## src/rtl/branch_predict_unit_pkg.sv

```systemverilog
// Shared definitions for the branch resolution unit: func3 codes, 2-bit counter encoding and saturating step helpers.
// Latency: none (types and pure functions only); backpressure: not applicable.
package branch_pkg;

    localparam logic [2:0] F3_BEQ  = 3'b000;
    localparam logic [2:0] F3_BNE  = 3'b001;
    localparam logic [2:0] F3_BLT  = 3'b100;
    localparam logic [2:0] F3_BGE  = 3'b101;
    localparam logic [2:0] F3_BLTU = 3'b110;
    localparam logic [2:0] F3_BGEU = 3'b111;

    typedef logic [1:0] ctr_t;

    localparam ctr_t SNT = 2'b00;
    localparam ctr_t WNT = 2'b01;
    localparam ctr_t WT  = 2'b10;
    localparam ctr_t ST  = 2'b11;

    function automatic ctr_t sat_inc(input ctr_t c);
        return (c == ST) ? ST : c + 2'd1;
    endfunction

    function automatic ctr_t sat_dec(input ctr_t c);
        return (c == SNT) ? SNT : c - 2'd1;
    endfunction

endpackage

```

## src/rtl/branch_predict_unit_bht.sv

```systemverilog
// Bimodal table of 2-bit saturating counters: async read for fetch, sync train-by-outcome write for execute.
// Latency: read 0 cycles, write visible the cycle after; backpressure: none, one write per cycle.
module bht_2bit
    import branch_pkg::*;
#(
    parameter int   BHT_ENTRIES = 16,
    parameter ctr_t CTR_INIT    = WNT,
    localparam int  IDX_W       = $clog2(BHT_ENTRIES)
) (
    input  logic             clk,
    input  logic             rst,
    input  logic [IDX_W-1:0] rd_idx,
    output ctr_t             rd_ctr,
    input  logic             wr_en,
    input  logic [IDX_W-1:0] wr_idx,
    input  logic             wr_taken
);

    ctr_t ctr_q [BHT_ENTRIES];

    // Fetch sees the pre-update value when it reads the entry being trained.
    assign rd_ctr = ctr_q[rd_idx];

    always_ff @(posedge clk) begin
        if (rst) begin
            for (int i = 0; i < BHT_ENTRIES; i++) begin
                ctr_q[i] <= CTR_INIT;
            end
        end else if (wr_en) begin
            ctr_q[wr_idx] <= wr_taken ? sat_inc(ctr_q[wr_idx]) : sat_dec(ctr_q[wr_idx]);
        end
    end

endmodule

```

## src/rtl/branch_predict_unit.sv

```systemverilog
// Execute-stage branch resolution with a bimodal predictor, mispredict flagging and saturating perf counters.
// Latency: results registered 1 cycle after issue, prediction combinational; backpressure: none, 1 instr/cycle.
module branch_predict_unit
    import branch_pkg::*;
#(
    parameter int   XLEN        = 32,
    parameter int   BHT_ENTRIES = 16,
    parameter int   INDEX_LSB   = 2,
    parameter ctr_t CTR_INIT    = WNT,
    parameter int   CNT_W       = 16
) (
    input  logic             clk,
    input  logic             rst,
    input  logic [XLEN-1:0]  pred_pc,
    output logic             pred_taken,
    input  logic             ex_valid,
    input  logic             ex_kill,
    input  logic [XLEN-1:0]  ex_pc,
    input  logic             ex_binst,
    input  logic             ex_jal,
    input  logic [2:0]       ex_func3,
    input  logic [XLEN-1:0]  ex_rs1data,
    input  logic [XLEN-1:0]  ex_rs2data,
    input  logic             ex_pred_taken,
    output logic             res_valid,
    output logic             rs1pc,
    output logic             pcjump,
    output logic             mispredict,
    output logic [CNT_W-1:0] br_count,
    output logic [CNT_W-1:0] mp_count
);

    localparam int IDX_W = $clog2(BHT_ENTRIES);

    logic taken;
    logic go;
    logic train;
    logic rs1pc_nxt;
    logic pcjump_nxt;
    logic mp_nxt;
    ctr_t pred_ctr;
    logic unused_bits;

    always_comb begin
        taken = 1'b0;
        case (ex_func3)
            F3_BEQ:  taken = (ex_rs1data == ex_rs2data);
            F3_BNE:  taken = (ex_rs1data != ex_rs2data);
            F3_BLT:  taken = ($signed(ex_rs1data) <  $signed(ex_rs2data));
            F3_BGE:  taken = ($signed(ex_rs1data) >= $signed(ex_rs2data));
            F3_BLTU: taken = (ex_rs1data <  ex_rs2data);
            F3_BGEU: taken = (ex_rs1data >= ex_rs2data);
            default: taken = 1'b0;
        endcase
    end

    // A jump that also claims to be a branch is resolved purely as a jump.
    assign go         = ex_valid & ~ex_kill;
    assign train      = go & ex_binst & ~ex_jal;
    assign rs1pc_nxt  = train & taken;
    assign pcjump_nxt = go & (ex_jal | rs1pc_nxt);
    assign mp_nxt     = train & (taken != ex_pred_taken);

    bht_2bit #(
        .BHT_ENTRIES (BHT_ENTRIES),
        .CTR_INIT    (CTR_INIT)
    ) u_bht (
        .clk      (clk),
        .rst      (rst),
        .rd_idx   (pred_pc[INDEX_LSB +: IDX_W]),
        .rd_ctr   (pred_ctr),
        .wr_en    (train),
        .wr_idx   (ex_pc[INDEX_LSB +: IDX_W]),
        .wr_taken (taken)
    );

    assign pred_taken  = pred_ctr[1];
    assign unused_bits = ^{pred_pc, ex_pc, pred_ctr[0]};

    always_ff @(posedge clk) begin
        if (rst) begin
            res_valid  <= 1'b0;
            rs1pc      <= 1'b0;
            pcjump     <= 1'b0;
            mispredict <= 1'b0;
        end else begin
            res_valid  <= go;
            rs1pc      <= rs1pc_nxt;
            pcjump     <= pcjump_nxt;
            mispredict <= mp_nxt;
        end
    end

    always_ff @(posedge clk) begin
        if (rst) begin
            br_count <= '0;
            mp_count <= '0;
        end else begin
            if (train && br_count != '1) begin
                br_count <= br_count + CNT_W'(1);
            end
            if (mp_nxt && mp_count != '1) begin
                mp_count <= mp_count + CNT_W'(1);
            end
        end
    end

endmodule

```

## config.mk

```make
export PLATFORM = sky130hd
export DESIGN_NAME = branch_predict_unit
export DESIGN_NICKNAME = d
export VERILOG_FILES = /design/src/rtl/branch_predict_unit_pkg.sv /design/src/rtl/branch_predict_unit_bht.sv /design/src/rtl/branch_predict_unit.sv
export SDC_FILE = /design/constraint.sdc
export NUM_CORES = 1
export LEC_CHECK = 0
export CORE_MARGIN = 3
export CORE_UTILIZATION = 45
export DETAILED_ROUTE_END_ITERATION = 7
export PLACE_DENSITY_LB_ADDON = 0.05
export SYNTH_ARGS = -nofsm -noshare
export SYNTH_HDL_FRONTEND = slang
export SYNTH_SLANG_ARGS = --single-unit
export TNS_END_PERCENT = 10
```

## constraint.sdc

```tcl
create_clock -name clk -period 9.25 [get_ports clk]
set_input_delay 1.85 -clock clk [delete_from_list [all_inputs] [get_ports clk]]
set_output_delay 1.85 -clock clk [all_outputs]
set_load 0.01 [all_outputs]
```

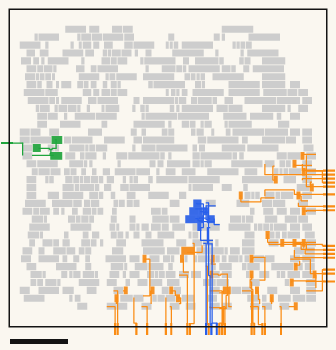
(nets reached from selected ports)
Bar = 20 um.
blue -> ex_func3  # direction input, end cells 8, buffers 3, wire 163 um
orange -> ex_rs2data  # direction input, end cells 32, buffers 32, wire 618 um
green -> ex_valid  # direction input, end cells 3, buffers 1, wire 28.0 um
Port-buffer cells: 118
count of pins on the block boundary: 175

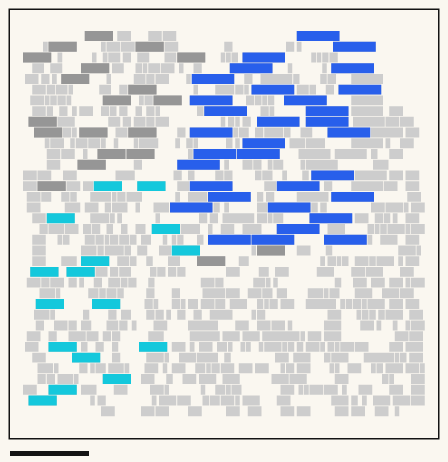
(where the registers sit)
Bar = 20 um. Other sequential cells in the stronger gray, the rest of the logic in the fainter gray.
blue -> u_bht.ctr_q  # placed flops 32
cyan -> mp_count  # placed flops 16
not colored = 20

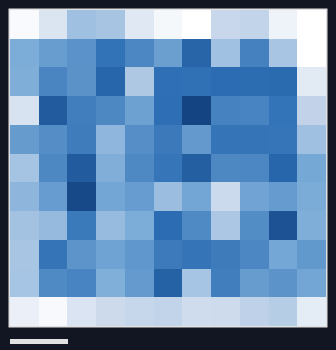
(cell area per tile)
Bar = 20 um. 11 x 11 tiles, from white (low) to dark blue (high), 0 to 100% covered.
nearly empty tiles = 2.5%
fullest tile = 92%
tiles over 75% full = 12%
mean over tiles = 51%
core area: 10000 um2
share of the core filled by cells before placement: 47.4%
final cell utilization of the core: 61.8%

==> results.sh <==
# source this file to load flow results
export IMPL_grt_max_degree=65
export IMPL_synth_warnings=0
export IMPL_post_synth_xor_area_fraction_pct=2.40
export IMPL_place_detailed_hpwl_um=8740
export IMPL_post_route_ant_nets=0
export IMPL_synth_top_cell_by_count="sky130_fd_sc_hd__nor2_1"
export IMPL_power_sequential_total_mw=0.319
export IMPL_first_iter_violations=192
export IMPL_number_of_nets_at_floorplan=669
export IMPL_combinationalPowerShare_pct=19.8
export IMPL_clock_insertion_delay_worst_skew_ns=0.34
export IMPL_timing_rr_end="mp_count[9]"
export IMPL_finalWorstPathRequiredPeriod_ns=5.80
export IMPL_die_x_um=109
export IMPL_dr_pass1_iters=4
export IMPL_timing_final_setup_violations=0
export IMPL_globalRouteOverflowTotal=0
export IMPL_fin_nets=779
export IMPL_critPathMaxFanout=4
export IMPL_die_height_um=109
export IMPL_numClockSinks=68
export IMPL_syn_avg_cell_area_um2=9.53
export IMPL_vdd_ir_drop_worst_mv=0.0653
export IMPL_yosys_cells=497
export IMPL_crit_end="pred_taken"
export IMPL_comb_power_mw=0.134
export IMPL_design_power_total_mw=0.675
export IMPL_leakage_component_of_the_power_nw=2.31
export IMPL_worst_path_dominant_cell_family="buffers and inverters"
export IMPL_timing_critical_path_depth=4
export IMPL_yosys_stat_area_um2=4740
export IMPL_common_cells="47 x sky130_fd_sc_hd__nor2_1, 40 x sky130_fd_sc_hd__inv_1, 36 x sky130_fd_sc_hd__dfxtp_1, 36 x sky130_fd_sc_hd__nand2_1, 34 x sky130_fd_sc_hd__ha_1"
export IMPL_drive_above_1_share_pct=12.3
export IMPL_crit_arrival_ns=3.95
export IMPL_antenna_found_initial=0
export IMPL_timing_final_max_slew_violations=0
export IMPL_crit_start="pred_pc[2]"
export IMPL_seq_power_share_pct=47.3
export IMPL_max_cap_viol_count=0
export IMPL_least_margin_pin_slew_ns=0.873
export IMPL_ys_flops=68
export IMPL_worst_ep_required_time_ns=7.40
export IMPL_worst_r2r_cell_count=9
export IMPL_routability_cong=0.883
export IMPL_and_or_or_and_share_of_the_synthesized_area_pct=11.8
export IMPL_outcome="completed"
export IMPL_p_sw_share_pct=28.6
export IMPL_yosysTopAreaCellShare_pct=20.3
export IMPL_timing_fmax_mhz=173
export IMPL_timing_rr_start="mp_count[0]"
export IMPL_routed_wire_length_um=11700
export IMPL_global_route_wire_length_before_repair_um=19300
export IMPL_setup_tns_ns=0
export IMPL_cp_end_kind="output port"
export IMPL_crit_chain="clkdlybuf4s50_1, mux4_2, mux4_2, clkdlybuf4s50_1"
export IMPL_rsz_0062_raised_after_global_routing="false"
export IMPL_clock_power_share_pct=32.9
export IMPL_postSynthSeqShare_pct=35.5
export IMPL_die_area_um2=11800
export IMPL_number_of_vias_in_the_routed_layout=4088
export IMPL_slowest_stage="sky130_fd_sc_hd__clkdlybuf4s50_1"
export IMPL_adder_share_pct=9.51
export IMPL_startpoint_type="input pin"
export IMPL_cts_repair_resized=0
export IMPL_lay_top_count="sky130_fd_sc_hd__clkdlybuf4s50_1"
export IMPL_cts_hold_fix_bufs=0
export IMPL_place_detailed_instances=729
export IMPL_number_of_buffers_added_for_setup_after_cts=0
export IMPL_drcViolationCount=0
export IMPL_cts_tree="done"
export IMPL_viasPerCell=5.49
export IMPL_timing_worst_setup_path_type="input pin to output port"
export IMPL_cts_root_buffer="sky130_fd_sc_hd__clkbuf_8"
export IMPL_gr_usage_all_layers_pct=20.3
export IMPL_pre_cts_ws_ns=3.43
export IMPL_max_slew_headroom_pct=41.6
export IMPL_cts_buffers=9
export IMPL_power_largest_group="registers"
export IMPL_synth_distinct_cells=63
export IMPL_hold_slack_ns=0.522
export IMPL_syn2layout_area_growth_pct=30.3
export IMPL_hold_start="mp_count[12]"
export IMPL_warnings=82
export IMPL_total_switching_power_mw=0.193
export IMPL_worstHoldPathCells=2
export IMPL_post_dp_cell_area_um2=6000
export IMPL_postSynth_asyncResetShare_pct=0
export IMPL_timing_clock_skew_ns=0.00982
export IMPL_ys_top_logic_family="simple AND/OR/NAND/NOR gates"
export IMPL_cpPeakStageDelay_ns=0.62
export IMPL_post_route_period_util_pct=62.7
export IMPL_layout_top_cells="117 x sky130_fd_sc_hd__clkdlybuf4s50_1, 47 x sky130_fd_sc_hd__nor2_1, 40 x sky130_fd_sc_hd__inv_1, 36 x sky130_fd_sc_hd__nand2_1, 36 x sky130_fd_sc_hd__dfxtp_1"
export IMPL_simple_logic_cell_fraction_of_the_synthesized_area_pct=24.7
export IMPL_n_antenna_cell=0
export IMPL_clock_power_mw=0.222
export IMPL_clk_pin_slew_ns=0.07
export IMPL_hold_viol=0
export IMPL_min_to="mp_count[12]"
export IMPL_netlist_top_cells_area="sky130_fd_sc_hd__edfxtp_1 20%, sky130_fd_sc_hd__dfxtp_1 15%, sky130_fd_sc_hd__ha_1 9.0%"
export IMPL_hold_class="register to register"
export IMPL_synthesis_area_um2=4740
export IMPL_enable_flop_cells=32
export IMPL_path_buffers=2
export IMPL_cell_internal_pwr_mw=0.483
export IMPL_ys_sh_mux_pct=10.8
export IMPL_power_density_nw_per_um2=109
export IMPL_route_detailed_wl_per_inst_um=15.7
export IMPL_ctsHtreeMaxLevel=3
export IMPL_post_synth_top_area_cell="sky130_fd_sc_hd__edfxtp_1"
export IMPL_fin_cells=745
export IMPL_flop_cell="sky130_fd_sc_hd__dfxtp_1"
export IMPL_synthCells=497
export IMPL_final_design_area_no_fill_um2=6180
export IMPL_layout_setup_ws_ns=3.45
export IMPL_grt_pass1_vias=4080
export IMPL_rrSetupSlack_ns=6.40
export IMPL_max_clock_path_buffers=2
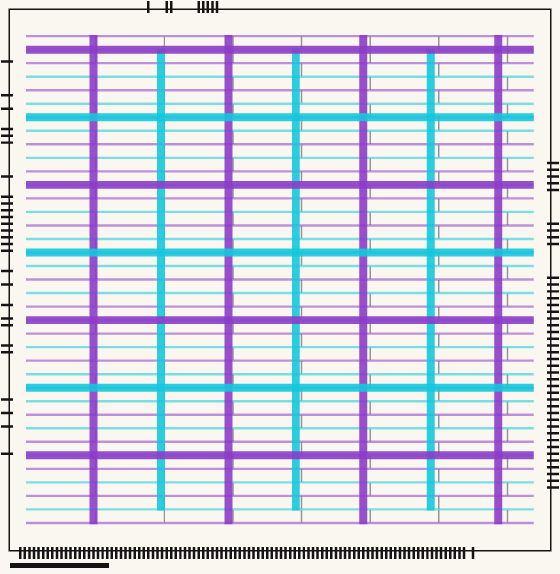
(PDN straps and rails)
Bar = 20 um. Pins as bars on the die edge. Tap cells in gray.
purple -> VSS
cyan -> VDD
signal pins = 175
met4 straps = 7

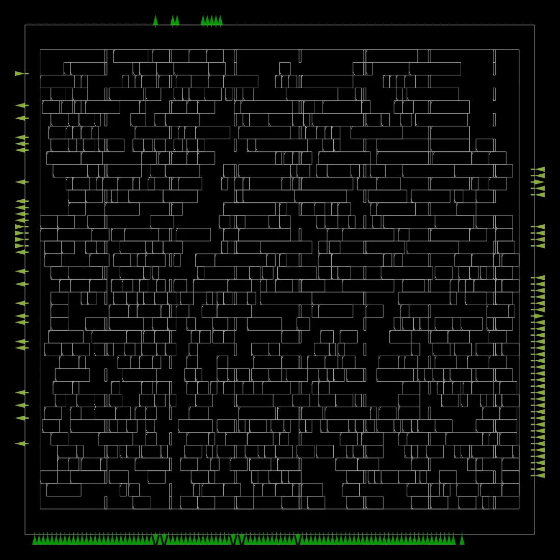
(placement view)
site row count: 36
share of cell area taken by flip-flops and latches: 27.2%

## final cells by class
class | instances | area, um2
inverter | 40 | 150
tap | 133 | 166
timing repair buffer | 121 | 1200
fill | 868 | 3820
clock buffer | 9 | 124
clock inverter | 7 | 51.3
multi-input combinational | 367 | 2800
sequential | 68 | 1680
## per-layer routing
metal  vias up  global-route usage [%]  share of wire, %
li1       2033                       -                 -
met1      1899                    27.6                47
met2       142                    33.3                46
met3        14                    3.91               6.2
met4         0                    5.14               1.4
met5         -                       0                 0
## registers in the layout (all words and copies together) (netlist names)
name	count
u_bht.ctr_q	32
rs1pc	1
mp_count	16
br_count	16
pcjump	1
mispredict	1
res_valid	1
